File: src/rtl/dnn_pkg.sv
// dnn_pkg
//   Shared sizes, load-order word indices, FSM state encoding and a width helper
//   for the dnn host controller and its operand register file.
package dnn_pkg;

   localparam int DATA_W  = 5;    // operand width, two's complement
   localparam int OUT_W   = 17;   // result width, two's complement
   localparam int N_WORDS = 28;   // 4 x + 16 layer-1 weights + 8 layer-2 weights

   // Position of each operand group in the load stream
   localparam int IDX_X0  = 0;
   localparam int IDX_W04 = 4;
   localparam int IDX_W48 = 20;

   // Counter width that stays legal when a count is 1
   function automatic int cnt_width(input int n);
      return (n > 1) ? $clog2(n) : 1;
   endfunction

   localparam int CNT_W = cnt_width(N_WORDS);

   // Controller states, kept as plain constants so legacy tools accept them
   typedef logic [1:0] state_t;
   localparam state_t ST_LOAD   = 2'd0;
   localparam state_t ST_FIRE   = 2'd1;
   localparam state_t ST_RESULT = 2'd2;
   localparam state_t ST_GAP    = 2'd3;

endpackage

File: src/rtl/dnn_ld_regfile.sv
// dnn_ld_regfile
//   Write-indexed operand store. Each accepted load word lands at its stream
//   index; every entry is visible at once on a flat bus, entry 0 in the LSBs.
// Ports
//   clk      in   clock, all logic on posedge
//   rst_n    in   synchronous active-low reset, clears every entry
//   we_i     in   write enable
//   waddr_i  in   entry index to write
//   wdata_i  in   word to write
//   flat_o   out  all entries concatenated, entry i at [i*WORD_W +: WORD_W]
module dnn_ld_regfile
   import dnn_pkg::*;
#(
   parameter int WORD_W = DATA_W,
   parameter int DEPTH  = N_WORDS,
   parameter int ADDR_W = cnt_width(DEPTH)
) (
   input  logic                      clk,
   input  logic                      rst_n,
   input  logic                      we_i,
   input  logic [ADDR_W-1:0]         waddr_i,
   input  logic [WORD_W-1:0]         wdata_i,
   output logic [DEPTH*WORD_W-1:0]   flat_o
);

   logic signed [WORD_W-1:0] mem_q [DEPTH];

   always_ff @(posedge clk) begin
      if (!rst_n) begin
         for (int i = 0; i < DEPTH; i++) begin
            mem_q[i] <= '0;
         end
      end else if (we_i) begin
         mem_q[waddr_i] <= wdata_i;
      end
   end

   for (genvar g = 0; g < DEPTH; g++) begin : g_flat
      assign flat_o[g*WORD_W +: WORD_W] = mem_q[g];
   end

endmodule

File: src/rtl/dnn_host_ctrl.sv
// dnn_host_ctrl
//   Host-side initiator for the dnn core. Collects a 28-word serial load into
//   parallel operand buses, presents them with in_ready, captures the two dnn
//   results on their strobes (or gives up after TIMEOUT_CYC cycles), hands the
//   pair downstream over valid/ready, then waits GAP_CYC cycles before the next
//   load.
// Ports
//   clk, rst_n                 clock; synchronous active-low reset
//   ld_valid/ld_ready/ld_data  serial load word handshake
//   dnn_x, dnn_w1, dnn_w2      operand buses to dnn (load order, first word in LSBs)
//   in_ready                   operands valid and stable to dnn
//   out0/out1, out0_ready/out1_ready   dnn results and their valid strobes
//   res_valid/res_ready        result handshake downstream
//   res_out0, res_out1         captured results (0 after a timeout)
//   res_timeout                result produced by timeout
//   busy                       controller not in LOAD
module dnn_host_ctrl
   import dnn_pkg::*;
#(
   parameter int TIMEOUT_CYC = 64,
   parameter int GAP_CYC     = 6
) (
   input  logic                  clk,
   input  logic                  rst_n,
   input  logic                  ld_valid,
   output logic                  ld_ready,
   input  logic [DATA_W-1:0]     ld_data,
   output logic [4*DATA_W-1:0]   dnn_x,
   output logic [16*DATA_W-1:0]  dnn_w1,
   output logic [8*DATA_W-1:0]   dnn_w2,
   output logic                  in_ready,
   input  logic [OUT_W-1:0]      out0,
   input  logic [OUT_W-1:0]      out1,
   input  logic                  out0_ready,
   input  logic                  out1_ready,
   output logic                  res_valid,
   input  logic                  res_ready,
   output logic [OUT_W-1:0]      res_out0,
   output logic [OUT_W-1:0]      res_out1,
   output logic                  res_timeout,
   output logic                  busy
);

   localparam int TMR_W = cnt_width(TIMEOUT_CYC);
   localparam int GAP_W = cnt_width(GAP_CYC);

   localparam logic [CNT_W-1:0] CNT_LAST = CNT_W'(N_WORDS - 1);
   localparam logic [TMR_W-1:0] TMR_LAST = TMR_W'(TIMEOUT_CYC - 1);
   localparam logic [GAP_W-1:0] GAP_LAST = GAP_W'(GAP_CYC - 1);

   state_t                     state_q, state_d;
   logic [CNT_W-1:0]           cnt_q, cnt_d;
   logic [TMR_W-1:0]           tmr_q, tmr_d;
   logic [GAP_W-1:0]           gap_q, gap_d;
   logic                       got0_q, got0_d;
   logic                       got1_q, got1_d;
   logic signed [OUT_W-1:0]    res0_q, res0_d;
   logic signed [OUT_W-1:0]    res1_q, res1_d;
   logic                       tmo_q, tmo_d;
   logic                       ld_ready_q;
   logic                       ld_we;
   logic [N_WORDS*DATA_W-1:0]  words_flat;

   dnn_ld_regfile #(
      .WORD_W (DATA_W),
      .DEPTH  (N_WORDS),
      .ADDR_W (CNT_W)
   ) u_regfile (
      .clk     (clk),
      .rst_n   (rst_n),
      .we_i    (ld_we),
      .waddr_i (cnt_q),
      .wdata_i (ld_data),
      .flat_o  (words_flat)
   );

   always_comb begin
      state_d = state_q;
      cnt_d   = cnt_q;
      tmr_d   = tmr_q;
      gap_d   = gap_q;
      got0_d  = got0_q;
      got1_d  = got1_q;
      res0_d  = res0_q;
      res1_d  = res1_q;
      tmo_d   = tmo_q;
      ld_we   = 1'b0;

      case (state_q)
         ST_LOAD: begin
            // ld_ready_q is only ever high in LOAD, so this is the accept strobe
            if (ld_valid && ld_ready_q) begin
               ld_we = 1'b1;
               if (cnt_q == CNT_LAST) begin
                  cnt_d   = '0;
                  tmr_d   = '0;
                  state_d = ST_FIRE;
               end else begin
                  cnt_d = cnt_q + 1'b1;
               end
            end
         end

         ST_FIRE: begin
            tmr_d = tmr_q + 1'b1;
            // Only the first strobe of each result is kept
            if (out0_ready && !got0_q) begin
               got0_d = 1'b1;
               res0_d = out0;
            end
            if (out1_ready && !got1_q) begin
               got1_d = 1'b1;
               res1_d = out1;
            end
            // Completion wins over a timeout landing in the same cycle
            if (got0_d && got1_d) begin
               state_d = ST_RESULT;
            end else if (tmr_q == TMR_LAST) begin
               state_d = ST_RESULT;
               tmo_d   = 1'b1;
               res0_d  = '0;
               res1_d  = '0;
            end
         end

         ST_RESULT: begin
            if (res_ready) begin
               state_d = ST_GAP;
               got0_d  = 1'b0;
               got1_d  = 1'b0;
               tmo_d   = 1'b0;
               tmr_d   = '0;
               gap_d   = '0;
            end
         end

         ST_GAP: begin
            if (gap_q == GAP_LAST) begin
               gap_d   = '0;
               state_d = ST_LOAD;
            end else begin
               gap_d = gap_q + 1'b1;
            end
         end

         default: begin
            state_d = ST_LOAD;
         end
      endcase
   end

   always_ff @(posedge clk) begin
      if (!rst_n) begin
         state_q    <= ST_LOAD;
         cnt_q      <= '0;
         tmr_q      <= '0;
         gap_q      <= '0;
         got0_q     <= 1'b0;
         got1_q     <= 1'b0;
         res0_q     <= '0;
         res1_q     <= '0;
         tmo_q      <= 1'b0;
         ld_ready_q <= 1'b0;
      end else begin
         state_q    <= state_d;
         cnt_q      <= cnt_d;
         tmr_q      <= tmr_d;
         gap_q      <= gap_d;
         got0_q     <= got0_d;
         got1_q     <= got1_d;
         res0_q     <= res0_d;
         res1_q     <= res1_d;
         tmo_q      <= tmo_d;
         // Registered so ld_ready stays low while reset is held and rises after release
         ld_ready_q <= (state_d == ST_LOAD);
      end
   end

   assign ld_ready    = ld_ready_q;
   assign in_ready    = (state_q == ST_FIRE);
   assign res_valid   = (state_q == ST_RESULT);
   assign busy        = (state_q != ST_LOAD);
   assign res_out0    = res0_q;
   assign res_out1    = res1_q;
   assign res_timeout = tmo_q;

   assign dnn_x  = words_flat[IDX_W04*DATA_W-1 : IDX_X0*DATA_W];
   assign dnn_w1 = words_flat[IDX_W48*DATA_W-1 : IDX_W04*DATA_W];
   assign dnn_w2 = words_flat[N_WORDS*DATA_W-1 : IDX_W48*DATA_W];

endmodule
File: config.mk
export PLATFORM = sky130hd
export DESIGN_NAME = dnn_host_ctrl
export DESIGN_NICKNAME = d
export VERILOG_FILES = /design/src/rtl/dnn_pkg.sv /design/src/rtl/dnn_ld_regfile.sv /design/src/rtl/dnn_host_ctrl.sv
export SDC_FILE = /design/constraint.sdc
export NUM_CORES = 1
export LEC_CHECK = 0
export ABC_AREA = 0
export CORE_MARGIN = 3
export CORE_UTILIZATION = 35
export CTS_CLUSTER_SIZE = 30
export DETAILED_ROUTE_END_ITERATION = 7
export PLACE_DENSITY = 0.62
export SLEW_MARGIN = 25
export SYNTH_ARGS = -nofsm -noshare
export SYNTH_HDL_FRONTEND = slang
export SYNTH_SLANG_ARGS = --single-unit
File: constraint.sdc
create_clock -name clk -period 3.2 [get_ports clk]
set_input_delay 0.48 -clock clk [delete_from_list [all_inputs] [get_ports clk]]
set_output_delay 0.48 -clock clk [all_outputs]
set_load 0.05 [all_outputs]
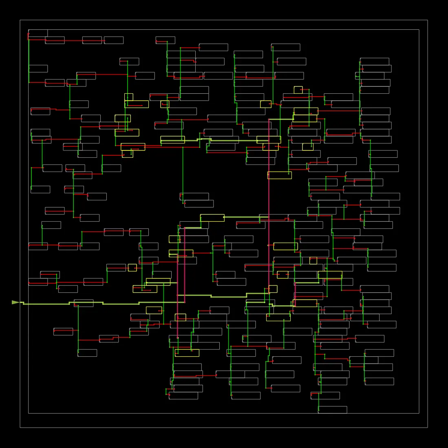
Run 1: clock wiring as the flow saved it
number of sinks driven by the clock tree: 194
number of CTS-inserted buffers: 17
power in the clock group: 2.12 mW
worst-case clock skew: 0.01346 ns
Flops: 194

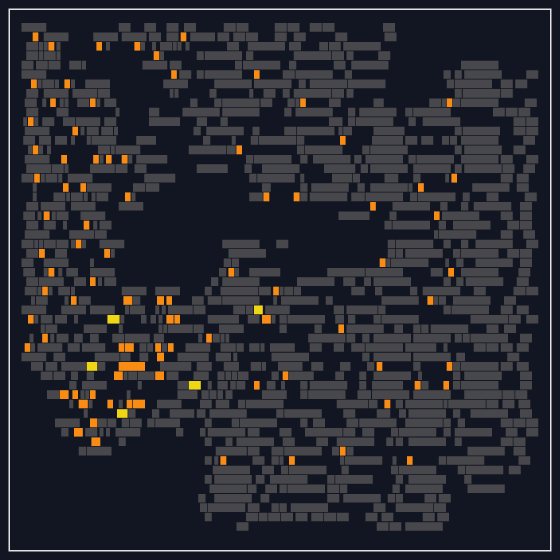
Run 1: logic cells by family
| family | colour | cells |
|---|---|---|
| inverting AOI/OAI gates | orange | 87 |
| AND-OR and OR-AND gates | yellow | 5 |
most common cell after layout, fill and taps aside: sky130_fd_sc_hd__clkdlybuf4s50_1
combinational share of cell area: 21.54%
Post-Layout Cell Count: 1160

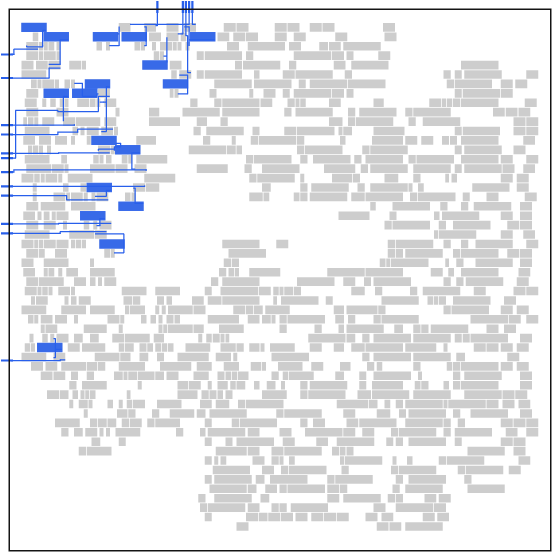
Run 1: nets reached from selected ports
| port | colour | bits | direction | end cells | wire |
|---|---|---|---|---|---|
| res_out0 | blue | 17 | output | 17 | 557 um |
I/O pin total: 224
tally of buffers added on design ports: 223

-- run 1: logic make-up (layout without fill, tap and decap cells) --
logic type	after synthesis	in the layout	share of synthesized area [%]
AOI/OAI and AO/OA	92	92	6.722
adders and majority gates	5	5	0.7945
xor gates and xnor gates	3	3	0.3338
muxes	2	2	0.2543
DFF	194	194	67.12
and+or+nand+nor	305	305	21.96
buffers and inverters	43	279	2.813
-- run 1: state kept, by name, indices dropped and copies added (netlist names) --
name	flops
res_out1	17
cnt_q	5
u_regfile.mem_q	140
got0_q	1
res_out0	17
res_timeout	1
ld_ready	1
tmr_q	6
got1_q	1
state_q	2
gap_q	3
-- run 1: final cells by class --
class	instances	area [sq um]
Inverter	7	26.28
Sequential cell	194	5285
Tap cell	280	350.3
Clock buffer	17	425.4
Clock inverter	15	167.7
Fill cell	1956	10970
Multi-Input combinational cell	407	2367
Timing Repair Buffer	240	2367
-- run 1: worst max path at each step --
stage / start / endpoint / slack [ns] / depth (start not counted)
after global placement: ld_valid / u_regfile.mem_q[23][0] / 0.45 / 4
after floorplan: ld_ready / u_regfile.mem_q[3][0] / 0.87 / 4
after CTS: state_q[1] / in_ready / 0.40 / 3
after global routing: state_q[1] / in_ready / 0.28 / 3
final: state_q[0] / in_ready / 0.43 / 3
after detailed placement: ld_valid / u_regfile.mem_q[23][3] / 0.42 / 4
-- run 1: power by group through the flow --
stage / Sequential, mW / Combinational, mW / Clock [mW]
CTS: 2.78 / 0.566 / 2.17
detailed placement: 2.84 / 0.566 / 0
finish: 2.78 / 0.561 / 2.12
floorplan: 3.07 / 0.0750 / 0
global route: 2.79 / 0.583 / 2.28
global placement: 2.84 / 0.562 / 0
-- run 1: routing by layer --
metal / wire length, um / part of all wire, % / track usage, % / up-vias
li1: - / - / - / 2663
met1: 8868 / 44 / 21.13 / 2561
met2: 9426 / 47 / 27.26 / 198
met3: 1715 / 8.5 / 5.354 / 17
met4: 170 / 0.84 / 3.406 / 0
met5: 0 / 0 / 0 / -
-- run 1: synthesized netlist by cell type (all sizes together) (3+ instances only) --
| master | count | area, sq um |
|---|---|---|
| a21boi | 4 | 30.03 |
| dfxtp | 54 | 1081 |
| nand3b | 8 | 72.57 |
| nand2 | 79 | 296.5 |
| inv | 7 | 26.27 |
| nand2b | 3 | 26.27 |
| a31oi | 3 | 18.77 |
| buf | 15 | 116.4 |
| o21ai | 35 | 175.2 |
| nand3 | 6 | 30.03 |
| nor2 | 37 | 176.4 |
| clkbuf | 21 | 78.83 |
| nor2b | 11 | 68.82 |
| or3b | 3 | 26.28 |
| and3b | 3 | 27.53 |
| a21oi | 37 | 185.2 |
| and2 | 142 | 888.4 |
| ha | 5 | 62.56 |
| edfxtp | 140 | 4204 |
-- run 1: tightest hold or removal path, cell delays in order, from the launching register on --
cell and delay [ns]:
sky130_fd_sc_hd__dfxtp_1 0.31, sky130_fd_sc_hd__nand2_1 0.05, sky130_fd_sc_hd__a21oi_1 0.05
==> results.py, run 1 <==
# Synthesis and PnR figures
metrics = {
    "yosys": {
        "netlist_area_sq_um": 7874,
        "floorplan.nets": 694,
        "synth_sequential_area_ratio_pct": 67.12,
        "synth-async-reset-ratio_pct": 0,
        "synth_area_per_cell_sq_um": 12.23,
        "synth_cell_types": 50,
        "yosys_register_bits": 194,
        "netlist_instances": 644,
        "ys_cells": 644,
        "count_of_yosys_warnings_during_synthesis": 0,
        "ff_type": "sky130_fd_sc_hd__edfxtp_1",
        "edf_count": 140,
        "ys_chip_area_sq_um": 7874,
    },
    "route": {
        "detailedRoute.firstIterationViolations": 258,
        "antenna_left": 0,
        "drt-vias-per-instance": 4.689,
        "via_count": 5439,
        "first_pass_iters": 4,
        "routed_wire_length_per_instance_um": 17.40,
        "drt_drc_violations_left": 0,
        "wl_um": 20180,
    },
    "cts": {
        "cts.path.max_buffers": 2,
        "cts_hold_buffers": 0,
        "clk_pin_slew_worst_paths_ns": 0.07,
        "cts.repair.resized": 0,
        "cts_tree": "done",
        "cts_htree_levels": 4,
        "root_buffer": "sky130_fd_sc_hd__clkbuf_16",
        "post_cts.repair.setup_buffers": 0,
        "worst_skew_pair.late_latency_ns": 0.43,
    },
    "setup_path": {
        "critPathTopFamily": "buffers and inverters",
        "path_class": "flop to output pin",
        "critical-path-slowest-cell": "sky130_fd_sc_hd__clkdlybuf4s50_1",
        "cp_num_buf_inv": 2,
        "worst-endpoint-required_ns": 2.72,
        "worstRegToRegCells": 3,
        "critical_path_cell_sequence": "nand2b_4, inv_2, clkdlybuf4s50_1",
        "critical_path.max_stage_delay_ns": 0.84,
        "worst-r2r-setup-slack_ns": 0.78,
        "crit_end_category": "output pin",
        "critPathLaunchType": "flop",
        "worst_ep_arrival_time_ns": 2.29,
        "critPathMaxFanout": 14,
        "worst_r2r_endpoint": "u_regfile.mem_q[23][1]",
        "reg2reg_from": "state_q[0]",
    },
    "pwr": {
        "power_leakage_nw": 3.922,
        "power.switching_fraction_pct": 26.82,
        "sequentialPowerShare_pct": 50.9,
        "p_switching_mw": 1.464,
        "worst_ir_drop_vdd_mv": 0.3736,
        "share_clk_of_total_power_pct": 38.8,
        "combPwrFrac_pct": 10.3,
        "power.internal_mw": 3.993,
        "power_density_relative_to_cell_area_nw_per_um2": 496.6,
        "total_power_mw": 5.457,
    },
    "min_path": {
        "class_of_the_most_critical_hold_timing_path": "flop to flop",
        "hold_path_end": "res_out1[11]",
        "min_path_cells": 2,
        "hold_path_startpoint": "res_out1[11]",
    },
    "sta": {
        "layout_setup_ws_ns": 0.4280,
        "max_freq_mhz": 360.8,
        "worst_pin_slew_ns": 0.7685,
        "hold_ws_ns": 0.4548,
        "setup-tns-final_ns": 0,
        "maxSlewHeadroom_pct": 48.71,
        "setup_viol_count_final": 0,
        "final.min_clock_period_ns": 2.772,
        "post_route_fraction_of_the_period_consumed_by_the_critical_path_pct": 86.62,
        "number_of_hold_slack_violations_in_the_final_timing_report": 0,
        "rsz0062_at_grt": "false",
        "final_max_slew_viol_count": 0,
    },
    "global_routing": {
        "remaining_global_route_overflow": 0,
        "grt_pass1_vias": 5240,
        "grt_start_max_net_pins": 48,
        "grt_first_pass_wirelength_um": 30550,
        "antenna_violations_before_repair": 0,
        "grt.total_usage_pct": 16.41,
    },
    "final_layout": {
        "finalInstanceArea_sq_um": 10990,
        "num_antenna_cells": 0,
        "fin_util_pct": 50.05,
        "areaGrowthSynthToFinish_pct": 39.57,
        "drive_gt1_share_pct": 7.159,
        "net_count_of_the_finished_layout": 917,
        "most-common-layout-cells": "222 x sky130_fd_sc_hd__clkdlybuf4s50_1, 142 x sky130_fd_sc_hd__and2_1, 140 x sky130_fd_sc_hd__edfxtp_1",
    },
    "placement": {
        "detailed_place.area_sq_um": 10400,
        "dp_slack_ns": 0.4201,
        "place_hpwl_um": 13780,
        "gp_routability_congestion": 0.7513,
        "placedCellCount": 1128,
    },
    "floorplanning": {
        "floorplan.die_area_sq_um": 24330,
        "core_area_sq_um": 21960,
        "die-height_um": 156.0,
        "placement_rows": 54,
        "die_w_um": 156.0,
        "initial_utilization_pct": 35.86,
    },
    "status": {
        "run_status": "finished, final reports clean",
    },
    "job": {
        "drv.max_cap_violation_count": 0,
        "warning_count": 29,
    },
}
Run 1, metal layers overlaid:
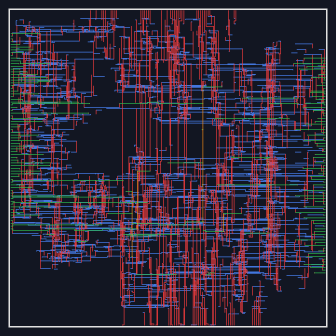

==> run 2: changes to the inputs <==
--- a/config.mk
+++ b/config.mk
@@ -7,10 +7,11 @@
 export LEC_CHECK = 0
 export ABC_AREA = 0
 export CORE_MARGIN = 3
-export CORE_UTILIZATION = 35
+export CORE_UTILIZATION = 60
 export CTS_CLUSTER_SIZE = 30
 export DETAILED_ROUTE_END_ITERATION = 7
-export PLACE_DENSITY = 0.62
+export DONT_BUFFER_PORTS = 1
+export PLACE_DENSITY = 0.76
 export SLEW_MARGIN = 25
 export SYNTH_ARGS = -nofsm -noshare
 export SYNTH_HDL_FRONTEND = slang
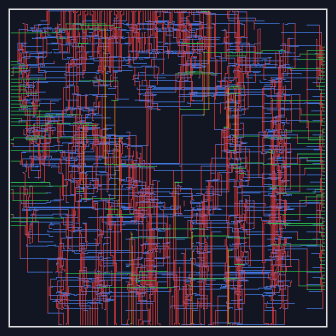
Run 2: metal layers overlaid
| layer | colour | wire length |
|---|---|---|
| met2 | red | 8630 um |
| met4 | orange | 365 um |
| met3 | green | 1230 um |
| met1 | blue | 6640 um |
post-detailed-route wirelength per cell: 20.69 um
detailed-route wire length: 16860 um
total global-route track usage: 23.23%
Via Count: 4720

==> run 2 against run 1 <==
Effect of this change: clock power down 6%; cell count down 30%; power down 6.3%; setup slack better by 0.31 ns; sequential power up 9.4%; routed wire length down 16%; largest power group unchanged.
==> results.py, run 2 <==
# Synthesis and PnR figures
metrics = {
    "setup_path": {
        "critical-path-slowest-cell": "sky130_fd_sc_hd__o21ai_0",
        "crit_end_category": "flop",
        "timing.critical_path.depth": 3,
        "critical_path.max_stage_delay_ns": 0.79,
        "cp_num_buf_inv": 0,
        "critPathTopFamily": "simple AND/OR/NAND/NOR gates",
        "critPathMaxFanout": 14,
        "worstRegToRegCells": 3,
        "path_class": "flop to flop",
        "worst-endpoint-required_ns": 3.25,
        "reg2reg_from": "state_q[0]",
        "critPathLaunchType": "flop",
        "worst-r2r-setup-slack_ns": 0.74,
        "worst_ep_arrival_time_ns": 2.51,
        "critical_path_cell_sequence": "and3b_2, nand3_1, o21ai_0",
        "worstSetupStartpoint": "state_q[0]",
    },
    "yosys": {
        "synth-async-reset-ratio_pct": 0,
        "edf_count": 140,
        "ys_chip_area_sq_um": 7874,
        "synth_dominant_cell_count": "sky130_fd_sc_hd__and2_1",
        "ys_cells": 644,
        "synth_cell_types": 50,
        "synth_area_per_cell_sq_um": 12.23,
        "count_of_yosys_warnings_during_synthesis": 0,
        "synth_sequential_area_ratio_pct": 67.12,
        "netlist_instances": 644,
        "floorplan.nets": 694,
        "yosys_register_bits": 194,
        "netlist_area_sq_um": 7874,
        "yosysTopAreaCellShare_pct": 53.39,
        "leading_area_contributor_after_synthesis": "sky130_fd_sc_hd__edfxtp_1",
        "post_synth_most_frequent_cells": "142 x sky130_fd_sc_hd__and2_1, 140 x sky130_fd_sc_hd__edfxtp_1, 79 x sky130_fd_sc_hd__nand2_1",
        "ff_type": "sky130_fd_sc_hd__edfxtp_1",
        "post_synth_main_area_contributors": "sky130_fd_sc_hd__edfxtp_1 53%, sky130_fd_sc_hd__dfxtp_1 14%, sky130_fd_sc_hd__and2_1 11%, sky130_fd_sc_hd__nand2_1 3.8%, sky130_fd_sc_hd__a21oi_1 2.4%",
    },
    "floorplanning": {
        "placement_rows": 41,
        "die-height_um": 120.6,
        "core_area_sq_um": 12720,
        "floorplan.die_area_sq_um": 14530,
        "ioPinCount": 224,
        "die_w_um": 120.6,
        "initial_utilization_pct": 61.89,
    },
    "global_routing": {
        "antenna_violations_before_repair": 0,
        "remaining_global_route_overflow": 0,
        "grt_start_max_net_pins": 49,
        "grt_first_pass_wirelength_um": 25280,
        "grt_pass1_vias": 4568,
    },
    "placement": {
        "gp_routability_congestion": 0.8013,
        "detailed_place.area_sq_um": 7924,
        "place_hpwl_um": 11340,
        "port_buffers": 0,
        "placedCellCount": 784,
    },
    "sta": {
        "final.min_clock_period_ns": 2.462,
        "number_of_hold_slack_violations_in_the_final_timing_report": 0,
        "setup_viol_count_final": 0,
        "rsz0062_at_grt": "false",
        "worst_pin_slew_ns": 0.7476,
        "hold_ws_ns": 0.1825,
        "post_route_fraction_of_the_period_consumed_by_the_critical_path_pct": 76.93,
        "setup-tns-final_ns": 0,
        "worst_clock_skew_ns": 0.008044,
        "final_max_slew_viol_count": 0,
        "maxSlewHeadroom_pct": 49.63,
        "max_freq_mhz": 406.2,
    },
    "min_path": {
        "min_path_cells": 1,
        "hold_path_startpoint": "rst_n",
        "class_of_the_most_critical_hold_timing_path": "input pin to flop",
    },
    "pwr": {
        "power_leakage_nw": 3.003,
        "worst_ir_drop_vdd_mv": 0.2709,
        "power_density_relative_to_cell_area_nw_per_um2": 603.3,
    },
    "cts": {
        "root_buffer": "sky130_fd_sc_hd__clkbuf_16",
        "cts.repair.resized": 0,
        "cts.path.max_buffers": 2,
        "worst_skew_pair.late_latency_ns": 0.42,
        "cts_buffers": 17,
        "clk_pin_slew_worst_paths_ns": 0.07,
        "cts_hold_buffers": 0,
        "cts.sinks": 194,
        "cts_tree": "done",
        "post_cts.repair.setup_buffers": 0,
        "cts_htree_levels": 4,
    },
    "route": {
        "drt_drc_violations_left": 0,
        "detailedRoute.firstIterationViolations": 335,
        "first_pass_iters": 5,
        "antenna_left": 0,
        "drt-vias-per-instance": 5.791,
    },
    "final_layout": {
        "most-common-layout-cells": "142 x sky130_fd_sc_hd__and2_1, 140 x sky130_fd_sc_hd__edfxtp_1, 79 x sky130_fd_sc_hd__nand2_1",
        "largest_register_ffs": 140,
        "final_layout_top_logic_cell": "sky130_fd_sc_hd__and2_1",
        "largest-register": "u_regfile.mem_q",
        "net_count_of_the_finished_layout": 681,
        "areaGrowthSynthToFinish_pct": 7.643,
        "fillers": 988,
        "finalInstanceArea_sq_um": 8476,
        "final_cells": 815,
        "drive_gt1_share_pct": 6.532,
        "num_antenna_cells": 0,
    },
    "job": {
        "warning_count": 29,
        "drv.max_cap_violation_count": 0,
    },
    "status": {
        "run_status": "finished, final reports clean",
    },
}
==> run 2: cell counts after synthesis <==
Identical to the previous run, type by type.
==> run 2: per-stage QoR <==
| stage | power [mW] | util [%] | worst slack [ns] |
|---|---|---|---|
| 6_report | 5.113 | 66.62 | 0.7383 |
| 5_1_grt | 5.265 | 66.62 | 0.5278 |
| 4_1_cts | 5.138 | 66.62 | 0.7521 |
| 3_5_place_dp | 3.169 | 62.28 | 0.7617 |
| 3_3_place_gp | 3.161 | 62.28 | 0.8482 |
| 2_1_floorplan | 3.149 | - | 0.8696 |
==> run 2: path summary, 6_finish.rpt <==
kind	to
max	u_regfile.mem_q[18][2]
min	tmr_q[0]
max reg2reg	u_regfile.mem_q[18][2]
min reg2reg	tmr_q[4]
==> run 2: report_power, final <==
part / internal, mW / switching, mW / leakage [nW]
logic: 0.0193 / 0.0567 / 0.864
clock network: 1.14 / 0.861 / 0.266
registers: 2.76 / 0.276 / 1.87
==> run 2: layer usage <==
layer	share of wire [%]	GRT usage, %	vias to the layer above	wire length (um)
met4	2.2	10.98	0	365
met1	39	28.42	2292	6634
met2	51	38.14	216	8631
li1	-	-	2186	-
met5	0	0	-	0
met3	7.3	6.782	26	1227
==> run 2: cells by family after synthesis <==
group | count (synthesis) | share of synthesized area, %
buf+inv | 43 | 2.813
flops | 194 | 67.12
mux | 2 | 0.2543
simple gates | 305 | 21.96
xor+xnor | 3 | 0.3338
compound gates | 92 | 6.722
fa+ha+maj | 5 | 0.7945
==> run 2: cell type report <==
class	count	area, sq um	share of cell area (%)
tap	172	215.2	2.539
clock buffer	20	436.7	5.152
timing repair buffer	4	30.03	0.3543
clock inverter	11	115.1	1.358
sequential	194	5285	62.36
multi-input combinational	407	2367	27.93
inverter	7	26.28	0.3100
==> run 2: worst register-to-register path, delay by kind of cell, from the launching register on <==
| family | cells | cell delay, ns |
|---|---|---|
| AND-OR/OR-AND | 1 | 0.80 |
| AND/OR/NAND/NOR | 2 | 0.85 |
| flip-flops | 1 | 0.45 |
Power figures rest on the tool's default switching activity, not on a simulated workload.
